File: config.mk
export PLATFORM = sky130hd
export DESIGN_NAME = hamming_stream_corrector
export DESIGN_NICKNAME = d
export VERILOG_FILES = /design/src/rtl/hamming_stream_corrector_pkg.sv /design/src/rtl/hamming_block_corrector.sv /design/src/rtl/hamming_stream_corrector.sv
export VERILOG_INCLUDE_DIRS = /design/src /design/src/rtl
export SDC_FILE = /design/constraint.sdc
export NUM_CORES = 1
export LEC_CHECK = 0
export ABC_CLOCK_PERIOD_IN_PS = 1100
export CAP_MARGIN = 15
export CORE_MARGIN = 1.5
export CORE_UTILIZATION = 40
export DETAILED_ROUTE_END_ITERATION = 8
export GPL_TIMING_DRIVEN = 1
export PLACE_DENSITY = 0.89
export SLEW_MARGIN = 30
export SYNTH_ARGS = -nofsm -noshare
export SYNTH_HDL_FRONTEND = slang
export SYNTH_SLANG_ARGS = --single-unit
export TNS_END_PERCENT = 10
File: constraint.sdc
create_clock -name clock -period 1.1 [get_ports clock]
set_input_delay 0.22 -clock clock [delete_from_list [all_inputs] [get_ports clock]]
set_output_delay 0.22 -clock clock [all_outputs]
set_load 0.01 [all_outputs]
File: src/rtl/hamming.svh
// Shared Hamming width macros and position convention.
// Position p (1-based) lives at bit index p-1; parity at powers of two.
`ifndef HAMMING_SVH
`define HAMMING_SVH

`define HAMMING_PARITY_WIDTH(N) ($clog2((N) + 1))
`define HAMMING_DATA_WIDTH(N) ((N) - `HAMMING_PARITY_WIDTH(N))
`define HAMMING_POS(I) ((I) + 1)

`endif

File: src/rtl/hamming_stream_corrector_pkg.sv
// Elaboration-time helpers for Hamming bit placement.
// Shared by the block corrector and the stream wrapper.
package hamming_stream_corrector_pkg;

  function automatic logic is_pow2(input int p);
    return (p != 0) && ((p & (p - 1)) == 0);
  endfunction

  // Bit index of the k-th data bit in a block.
  function automatic int data_idx(input int k);
    int n;
    n = 0;
    for (int p = 1; p < 4096; p++) begin
      if (!is_pow2(p)) begin
        if (n == k) return p - 1;
        n++;
      end
    end
    return 0;
  endfunction

endpackage

File: src/rtl/hamming_block_corrector.sv
// Combinational syndrome, single-bit fix and data extraction.
// Syndromes beyond the block are flagged, not fixed.
`include "hamming.svh"

module hamming_block_corrector
  import hamming_stream_corrector_pkg::*;
#(
  parameter int BLOCK_WIDTH = 15,
  localparam int PARITY_WIDTH =
    `HAMMING_PARITY_WIDTH(BLOCK_WIDTH),
  localparam int DATA_WIDTH =
    `HAMMING_DATA_WIDTH(BLOCK_WIDTH)
) (
  input  logic [BLOCK_WIDTH-1:0] i_block,
  output logic [DATA_WIDTH-1:0]  o_data,
  output logic                   o_corrected,
  output logic                   o_uncorrectable
);

  logic [PARITY_WIDTH-1:0] w_syn;
  logic                    w_hit;
  logic [BLOCK_WIDTH-1:0]  w_fixed;

  always_comb begin
    w_syn = '0;
    for (int i = 0; i < BLOCK_WIDTH; i++) begin
      if (i_block[i])
        w_syn = w_syn ^ PARITY_WIDTH'(`HAMMING_POS(i));
    end
  end

  always_comb begin
    w_hit = (w_syn != '0) &&
            (int'(w_syn) <= BLOCK_WIDTH);
    w_fixed = i_block;
    for (int i = 0; i < BLOCK_WIDTH; i++) begin
      if (w_hit &&
          w_syn == PARITY_WIDTH'(`HAMMING_POS(i)))
        w_fixed[i] = ~i_block[i];
    end
  end

  for (genvar k = 0; k < DATA_WIDTH; k++) begin : g_ext
    assign o_data[k] = w_fixed[data_idx(k)];
  end

  assign o_corrected     = w_hit;
  assign o_uncorrectable = (w_syn != '0) && !w_hit;

endmodule

File: src/rtl/hamming_stream_corrector.sv
// Registered Hamming corrector with valid/ready stream ports.
// Error counter enabled by HAMMING_STREAM_CORRECTOR_COUNTER_EN.
`include "hamming.svh"

module hamming_stream_corrector
  import hamming_stream_corrector_pkg::*;
#(
  parameter int BLOCK_WIDTH   = 15,
  parameter int COUNTER_WIDTH = 16,
  localparam int DATA_WIDTH =
    `HAMMING_DATA_WIDTH(BLOCK_WIDTH),
  localparam int PARITY_WIDTH =
    `HAMMING_PARITY_WIDTH(BLOCK_WIDTH)
) (
  input  logic                     clock,
  input  logic                     resetn,
  input  logic                     upstream_valid,
  output logic                     upstream_ready,
  input  logic [BLOCK_WIDTH-1:0]   upstream_block,
  output logic                     downstream_valid,
  input  logic                     downstream_ready,
  output logic [DATA_WIDTH-1:0]    downstream_data,
  output logic                     downstream_corrected,
  output logic                     downstream_uncorrectable,
  output logic [COUNTER_WIDTH-1:0] error_count,
  input  logic                     error_count_clear
);

  logic [DATA_WIDTH-1:0] w_data;
  logic                  w_corr;
  logic                  w_unc;
  logic                  w_accept;

  logic                  r_valid;
  logic [DATA_WIDTH-1:0] r_data;
  logic                  r_corr;
  logic                  r_unc;

  hamming_block_corrector #(
    .BLOCK_WIDTH(BLOCK_WIDTH)
  ) u_blk (
    .i_block        (upstream_block),
    .o_data         (w_data),
    .o_corrected    (w_corr),
    .o_uncorrectable(w_unc)
  );

  assign upstream_ready = !r_valid || downstream_ready;
  assign w_accept = upstream_valid && upstream_ready;

  always_ff @(posedge clock or negedge resetn) begin
    if (!resetn) begin
      r_valid <= 1'b0;
      r_data  <= '0;
      r_corr  <= 1'b0;
      r_unc   <= 1'b0;
    end else if (w_accept) begin
      r_valid <= 1'b1;
      r_data  <= w_data;
      r_corr  <= w_corr;
      r_unc   <= w_unc;
    end else if (downstream_ready) begin
      r_valid <= 1'b0;
    end
  end

  assign downstream_valid         = r_valid;
  assign downstream_data          = r_data;
  assign downstream_corrected     = r_corr;
  assign downstream_uncorrectable = r_unc;

`ifdef HAMMING_STREAM_CORRECTOR_COUNTER_EN
  logic                     w_event;
  logic [COUNTER_WIDTH-1:0] r_count;

  assign w_event = w_accept && (w_corr || w_unc);

  // Clear wins over history but still counts a same-cycle event.
  always_ff @(posedge clock or negedge resetn) begin
    if (!resetn)
      r_count <= '0;
    else if (error_count_clear)
      r_count <= COUNTER_WIDTH'(w_event);
    else if (w_event && (r_count != '1))
      r_count <= r_count + 1'b1;
  end

  assign error_count = r_count;
`else
  logic w_unused;
  assign w_unused    = error_count_clear;
  assign error_count = '0;
`endif

endmodule

==> ci_impl_report.md, run 1 <==
### Metrics collected by this job

| Metric | Value |
|---|---|
| Crit-path max FO | `6` |
| Post-route DRC | `0` |
| Mean Syn Cell Area | `around 10 sq um` |
| Cell repeated most along the worst path | `buf_4` |
| First-pass DRT Iterations | `4` |
| Cell Pwr Density | `1599 mW/mm^2` |
| Initial drt markers | `10` |
| Status | `finished with violations` |
| Most instantiated cells after synthesis | `xnor2_1, buf_4, nand2_1` |
| Critical Path Max Stage Delay | `0.37 ns` |
| Netlist cell types | `19` |
| Post-synth EDFFs | `0` |
| Post-route ant nets | `0` |
| Fillers | `approximately 170` |
| Synth top area cells | `dfrtp_1, xnor2_1, buf_4` |
| Worst path required time | `roughly 1.3 ns` |
| Grt ovf | `0` |
| Worst EP arrival | `~2 ns` |
| H-Tree Depth | `1` |
| Top cell area share | `30.73%` |
| Worst Setup End Kind | `flop` |
| Post-synthesis cell count | `107` |
| Synth Flop Type | `dfrtp_1` |
| Hold_ws | `roughly 0.25 ns` |
| Clock Sinks | `13` |
| RSZ-0062 raised after global routing | `yes` |
| Clock latency on the worst-skew pair | `0.27 ns` |
| Vias per Instance | `around 4.7` |
| Largest net degree at the start of global routing | `25` |
| Fmax | `about 0.54 GHz` |
| Critical Path Start Type | `primary input` |
| Io pins | `between 50 and 60` |
| Die area | `approximately 0.0030 sq mm` |
| Vias in the first global route | `898` |
| P_leak | `between 0.8 and 0.9 nW` |
| Synth Seq Share | `between 30% and 40%` |
| Root Driver | `clkbuf_4` |
| Slowest-stage cell, CP | `xnor3_1` |
| Ys flops | `13` |
| Chip area in the Yosys report | `about 0.0011 sq mm` |
| Yosys warns | `0` |
| IR drop worst, VDD | `about 1100 uV` |
| Global-route wire length before repair | `between 4 and 5 mm` |
| Final Max Tran Viols | `0` |
| Diodes inserted | `0` |
| Endpoints failing setup | `12` |
| Crit path cell chain | `buf_4 > xnor3_1 > buf_4 > xnor3_2 > xnor2_4 > buf_6 > nand4_1 > xor2_1 > o21ai_1` |
| WS Path Type | `primary input to flop` |
| Async S/R FF share, synth | `100.0%` |
| Layout area overhead | `68.32%` |
| Worst slack, placed | `-1.340 ns` |
| RePlAce Congestion | `~0.78` |
| Final Critical Period | `roughly 1.8 ns` |
| CTS buffer count | `3` |
| Syn Std Cell Area | `0.001059 sq mm` |
| Tool warnings | `30` |
| Buffers on Ports | `32` |
| Clock-pin slew on the worst setup and hold paths | `about 0.070 ns` |
| Ys cells | `~110` |
| Worst Hold Class | `primary input to async pin` |
| Final hold violation count | `0` |
| Slack of the critical path | `-0.7477 ns` |
| Maximum clock insertion buffer count | `2` |
| Setup TNS | `-8.525 ns` |
| Detailed placement HPWL | `1.807 mm` |
| MaxCap Viol Count | `0` |
| Setup Skew | `slightly below 0.005 ns` |
| Initial antenna violation count | `0` |
| Clock tree from TritonCTS | `built` |
| Final-stage net count | `193` |
| Failing checks | `setup timing` |
| Period utilization | `168.0%` |
| Row cnt | `18` |
| Core box area | `about 0.0025 sq mm` |
| Floorplan core density | `a little over two fifths` |
| Share of cells above drive strength 1 | `47.09%` |
| Post-synth top area cell | `dfrtp_1` |
| Most common cell in the synthesized netlist | `xnor2_1` |
-- run 1: power breakdown --
part / internal (mW) / switching (mW) / total [mW]
logic: 0.971 / 0.955 / 1.93
clock network: 0.141 / 0.142 / 0.283
registers: 0.586 / 0.0550 / 0.641
total: 1.70 / 1.15 / 2.85
-- run 1: timing repair --
item	in CTS	in global routing
buffers inserted	5	5
gates cloned	2	0
hold buffers	0	0
hold endpoints to repair	0	0
resized	96	22
setup endpoints to repair	26	15
pin swaps	20	17
-- run 1: layout make-up --
| type | count | area, sq um | share of cell area, % |
|---|---|---|---|
| clock buffers | 4 | 26.28 | 1.475 |
| multi-input cells | 88 | 850.8 | 47.75 |
| flip-flops and latches | 13 | 325.3 | 18.26 |
| well taps | 30 | 37.54 | 2.107 |
| repair buffers | 67 | 541.8 | 30.41 |
-- run 1: placed cells by master, fill, tap and decap left out, types with 2 or more instances in the layout --
master           count
nand4b_1             4
nand2_1             14
buf_4               28
dfrtp_1             13
xnor3_2              2
conb_1              17
dlymetal6s2s_1       2
nor4b_4              3
o21ai_1             11
xnor2_1              8
clkdlybuf4s50_1      5
nor4_4               2
xor2_1               5
clkbuf_2             3
clkbuf_4             3
xnor2_4              4
buf_2               13
dlygate4sd2_1        5
buf_6               10
xnor2_2              8
-- run 1: cell families after synthesis --
group,count (synthesis),share of synthesized area [%]
xor gates and xnor gates,30,29.43
and+or+nand+nor,28,17.61
buffers and inverters,22,15.25
DFF,13,30.73
AOI/OAI and AO/OA,12,5.673
muxes,1,0.9457
other,1,0.3543
-- run 1: stage by stage --
step	cells	total power, mW	util, %	cell area, sq um
4_1_cts	197	2.689	67.82	1695
3_3_place_gp	186	2.058	61.96	1549
6_report	202	2.850	71.27	1782
5_1_grt	202	3.019	71.27	1782
2_1_floorplan	123	1.568	-	1167
3_5_place_dp	186	2.109	61.96	1549
-- run 1: flip-flops by register name, indices dropped and copies added, names as in the netlist --
signal,count
downstream_corrected,1
downstream_data,11
downstream_valid,1
-- run 1: path summary, 6_finish.rpt --
path | slack [ns] | start | end | cells after the start
max | -0.75 | upstream_block[6] | downstream_data[7] | 9
min | 0.25 | resetn | downstream_valid | 2
max reg2reg | -0.03 | downstream_valid | downstream_corrected | 6
min reg2reg | 0.48 | downstream_data[5] | downstream_data[5] | 2
max in group asynchronous | 0.70 | resetn | downstream_data[6] | 2
min in group clock | 0.35 | downstream_ready | downstream_valid | 4
-- run 1: worst max-delay path: cells and delay by family --
family	cells	cell delay, ns
AND/OR/NAND/NOR	1	0.10
buffers and inverters	3	0.44
XOR/XNOR	4	1.13
AND-OR/OR-AND	1	0.11
-- run 1: layer usage --
layer	global-route usage (%)	share of wire [%]
met1	22.75	40
met2	37.15	52
met3	2.459	5.3
met4	7.083	2.7
met5	0	0
### Signal metal coverage by tile, run 1

The die is cut into 11 by 11 equal tiles; dark blue is low, red is high, scaled to the fullest tile. Values are wire area over tile area, all layers added.
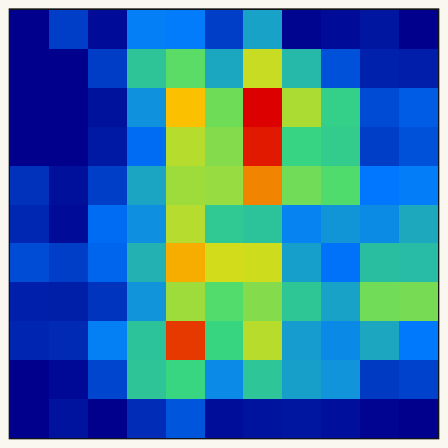
nearly empty tiles = 12%
tiles over half the peak = 21%
emptiest ninth of the die = upper left
fullest tile = 0.55
Tot GR Track Use: 19.82%
final wirelength: 3.000 mm

### Ports around the boundary, run 1

Pins as bars across the die edge, other pins in gray.
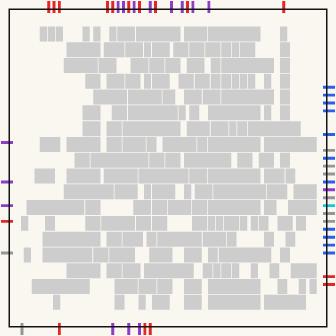
upstream_ready -> cyan  # pins 1, direction output, edge right
downstream_data -> blue  # pins 11, direction output, edge right
error_count -> red  # pins 16, direction output, edge 10 top, 3 bottom, 2 right, 1 left
upstream_block -> purple  # pins 15, direction input, edge 8 top, 3 bottom, 3 left, 1 right
all pins by edge = 21 right, 18 top, 7 bottom, 5 left
Die Y: 54.44 um
Chip Width: 54.44 um

### Wiring by layer, run 1

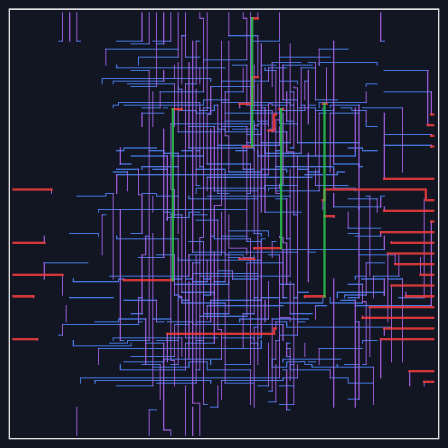
metal 2 -> purple  # wire length 1,560 um
metal 3 -> red  # wire length 160 um
metal 4 -> green  # wire length 80.2 um
metal 1 -> blue  # wire length 1,200 um
via count of the routed design: 953
Routed wire per std cell: 14.85 um

--- run 2 (diff from run 1) ---
--- a/config.mk
+++ b/config.mk
@@ -15,3 +15,2 @@
 export PLACE_DENSITY = 0.89
-export SLEW_MARGIN = 30
 export SYNTH_ARGS = -nofsm -noshare
--- a/constraint.sdc
+++ b/constraint.sdc
@@ -3,2 +3,2 @@
 set_output_delay 0.22 -clock clock [all_outputs]
-set_load 0.01 [all_outputs]
+set_load 0.1 [all_outputs]
### Ports around the boundary, run 2

Pins as bars across the die edge, other pins in gray.
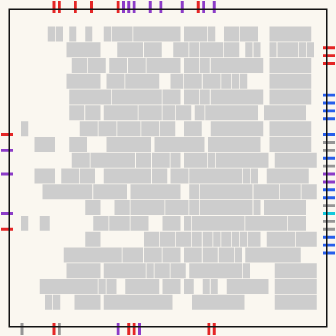
error_count -> red  # pins 16, direction output, edge 6 top, 5 bottom, 3 right, 2 left
upstream_ready -> cyan  # pins 1, direction output, edge right
upstream_block -> purple  # pins 15, direction input, edge 8 top, 3 left, 2 bottom, 2 right
downstream_data -> blue  # pins 11, direction output, edge right
Buffers on Ports: 32

==> run 2 against run 1 <==
Compared with the run above:
- the flow still finishes with violations (setup timing)
- clock skew fell by 0.0027 ns
- worst setup slack got worse by 0.046 ns
- largest cell class unchanged
- synthesized cell count did not move
- largest power group unchanged
==> ci_impl_report.md, run 2 <==
### Metrics collected by this job

| Metric | Value |
|---|---|
| Layout area overhead | `82.51%` |
| Die area | `0.002964 sq mm` |
| Syn Std Cell Area | `0.001059 sq mm` |
| Mean Syn Cell Area | `roughly 10 sq um` |
| Top cell area share | `30.73%` |
| Slack of the critical path | `-0.7938 ns` |
| Cell repeated most along the worst path | `buf_4` |
| Setup Skew | `between 0.002 and 0.0025 ns` |
| Largest net degree at the start of global routing | `25` |
| Critical Path Start Type | `primary input` |
| Share of cells above drive strength 1 | `between 40% and 50%` |
| Most instantiated logic cells after routing | `buf_4, conb_1, buf_12, nand2_1` |
| Synth Seq Share | `a little over 30%` |
| Ys flops | `13` |
| Period utilization | `172.2%` |
| Root Driver | `clkbuf_4` |
| Worst path required time | `around 1.3 ns` |
| Vias in the first global route | `~910` |
| Fillers | `approximately 140` |
| Tool warnings | `30` |
| Most common cell in the synthesized netlist | `xnor2_1` |
| Fin util | `roughly 77%` |
| Final-stage net count | `between 150 and 200` |
| MaxCap Viol Count | `0` |
| Netlist cell types | `19` |
| Synth Flop Type | `dfrtp_1` |
| Clock-pin slew on the worst setup and hold paths | `~0.070 ns` |
| Row cnt | `18` |
| Slowest-stage cell, CP | `nor4_4` |
| RePlAce Congestion | `between 0.7 and 0.8` |
| Diodes inserted | `0` |
| Final Critical Period | `1.894 ns` |
| Clock Sinks | `13` |
| Post-synthesis cell count | `between 100 and 150` |
| Chip Width | `54.44 um` |
| Post-synth EDFFs | `0` |
| Initial drt markers | `19` |
| Core box area | `approximately 0.0025 sq mm` |
| Hold_buf cts | `0` |
| Floorplan core density | `between 40% and 50%` |
| Post-route DRC | `0` |
| Vias per Instance | `4.923` |
| Io pins | `roughly 50` |
| Ys cells | `107` |
| Post-route ant nets | `0` |
| Async S/R FF share, synth | `100.0%` |
| Post-synth top area cell | `dfrtp_1` |
| Failing checks | `setup timing` |
| IR drop worst, VDD | `about 1900 uV` |
| Status | `finished with violations` |
| Crit-path max FO | `6` |
| Clock latency on the worst-skew pair | `0.27 ns` |
| Cell Pwr Density | `~2200 mW/mm^2` |
| Most common logic cell in the routed design | `buf_4` |
| WS Path Type | `primary input to flop` |
| Max FFs per register | `11` |
| Global-route wire length before repair | `4.284 mm` |
| Final Max Tran Viols | `0` |
| P_leak | `0.8982 nW` |
| Yosys warns | `0` |
| First-pass DRT Iterations | `4` |
| Chip area in the Yosys report | `~0.0011 sq mm` |
| Worst Setup End Kind | `flop` |
| Endpoints failing setup | `15` |
| Synth top area cells | `dfrtp_1, xnor2_1, buf_4` |
| Most instantiated cells after synthesis | `xnor2_1, buf_4, nand2_1` |
| Maximum clock insertion buffer count | `2` |
| Clock tree from TritonCTS | `built` |
| Grt ovf | `0` |
| Worst EP arrival | `between 2 and 2.5 ns` |
| CTS buffer count | `3` |
| RSZ-0062 raised after global routing | `yes` |
| Initial antenna violation count | `0` |
| H-Tree Depth | `1` |
| Die Y | `approximately 54 um` |
| Detailed placement HPWL | `between 2 and 2.5 mm` |
| Final hold violation count | `0` |
| Worst slack, placed | `-1.381 ns` |
| Worst Hold Class | `primary input to async pin` |
| Critical Path Max Stage Delay | `slightly below 0.3 ns` |
| Crit path cell chain | `dlygate4sd2_1 > buf_4 > xnor2_2 > xnor2_2 > buf_4 > buf_4 > xnor2_1 > buf_4 > nor4_4 > xnor2_1 > o21ai_1` |
| Fmax | `0.5280 GHz` |
### Wiring by layer, run 2

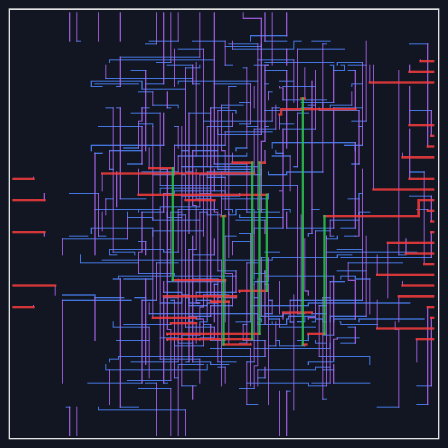
metal 4 -> green  # wire length 133 um
metal 2 -> purple  # wire length 1,530 um
metal 1 -> blue  # wire length 1,110 um
metal 3 -> red  # wire length 221 um
Tot GR Track Use: 21.40%
via count of the routed design: 965
Routed wire per std cell: 15.27 um
final wirelength: 2.993 mm

-- run 2: cell counts after synthesis --
Identical to the previous run, type by type.
-- run 2: cell type report --
| class | instances | area (sq um) | share of cell area [%] |
|---|---|---|---|
| multi-input cells | 88 | 793.3 | 41.06 |
| repair buffers | 61 | 748.2 | 38.73 |
| flip-flops and latches | 13 | 326.6 | 16.90 |
| well taps | 30 | 37.54 | 1.943 |
| clock buffers | 4 | 26.28 | 1.360 |
-- run 2: logic make-up after synthesis --
kind of cell    synth area share [%]
buf+inv                        15.25
simple gates                   17.61
other cells                   0.3543
flops                          30.73
compound gates                 5.673
mux                           0.9457
xor+xnor                       29.43
-- run 2: worst paths after layout --
path                                   endpoint  cells after the start               start  slack, ns
max                          downstream_data[6]                     11  upstream_block[13]      -0.79
min                          downstream_data[2]                      2              resetn       0.26
max reg2reg                downstream_corrected                      5    downstream_valid       0.02
min reg2reg                  downstream_data[7]                      2  downstream_data[7]       0.56
max in group asynchronous      downstream_valid                      2              resetn       0.67
min in group clock           downstream_data[1]                      4   upstream_block[4]       0.34
-- run 2: timing repair --
item | 4_1_cts | 5_1_grt
cloned | 2 | 0
pin swaps | 21 | 12
setup endpoints to repair | 16 | 26
setup buffers | 6 | 2
gates resized | 33 | 14
-- run 2: power by group --
part,leakage (nW),switching (mW),internal [mW]
clock,0.0150,0.143,0.141
combinational,0.726,1.95,1.36
sequential,0.157,0.125,0.587
-- run 2: metal layers --
metal / track usage [%] / wire [um] / vias up
met3: 4.098 / 220 / 14
met5: 0 / 0 / -
li1: - / - / 446
met1: 22.68 / 1110 / 448
met2: 36.95 / 1528 / 57
met4: 16.67 / 133 / 0
-- run 2: stage by stage --
stage          cells  cell area [sq um]  setup TNS, ns  power (mW)  hold WS, ns
6_report         196               1932         -9.020       4.308       0.2635
5_1_grt          196               1932         -9.868       4.468       0.2768
2_1_floorplan    123               1176         -8.130       2.567     -0.07559
3_3_place_gp     182               1693         -14.70       3.403       0.5228
4_1_cts          194               1884         -9.727       4.188       0.2796
3_5_place_dp     182               1693         -15.79       3.489       0.5426
-- run 2: worst max-delay path, delay by kind of cell --
kind	cells	cell delay, ns
XOR/XNOR	4	0.56
AND/OR/NAND/NOR	1	0.29
buffers and inverters	5	0.90
AND-OR/OR-AND	1	0.07
No activity file was given, so power comes from the tool's default toggle rates.
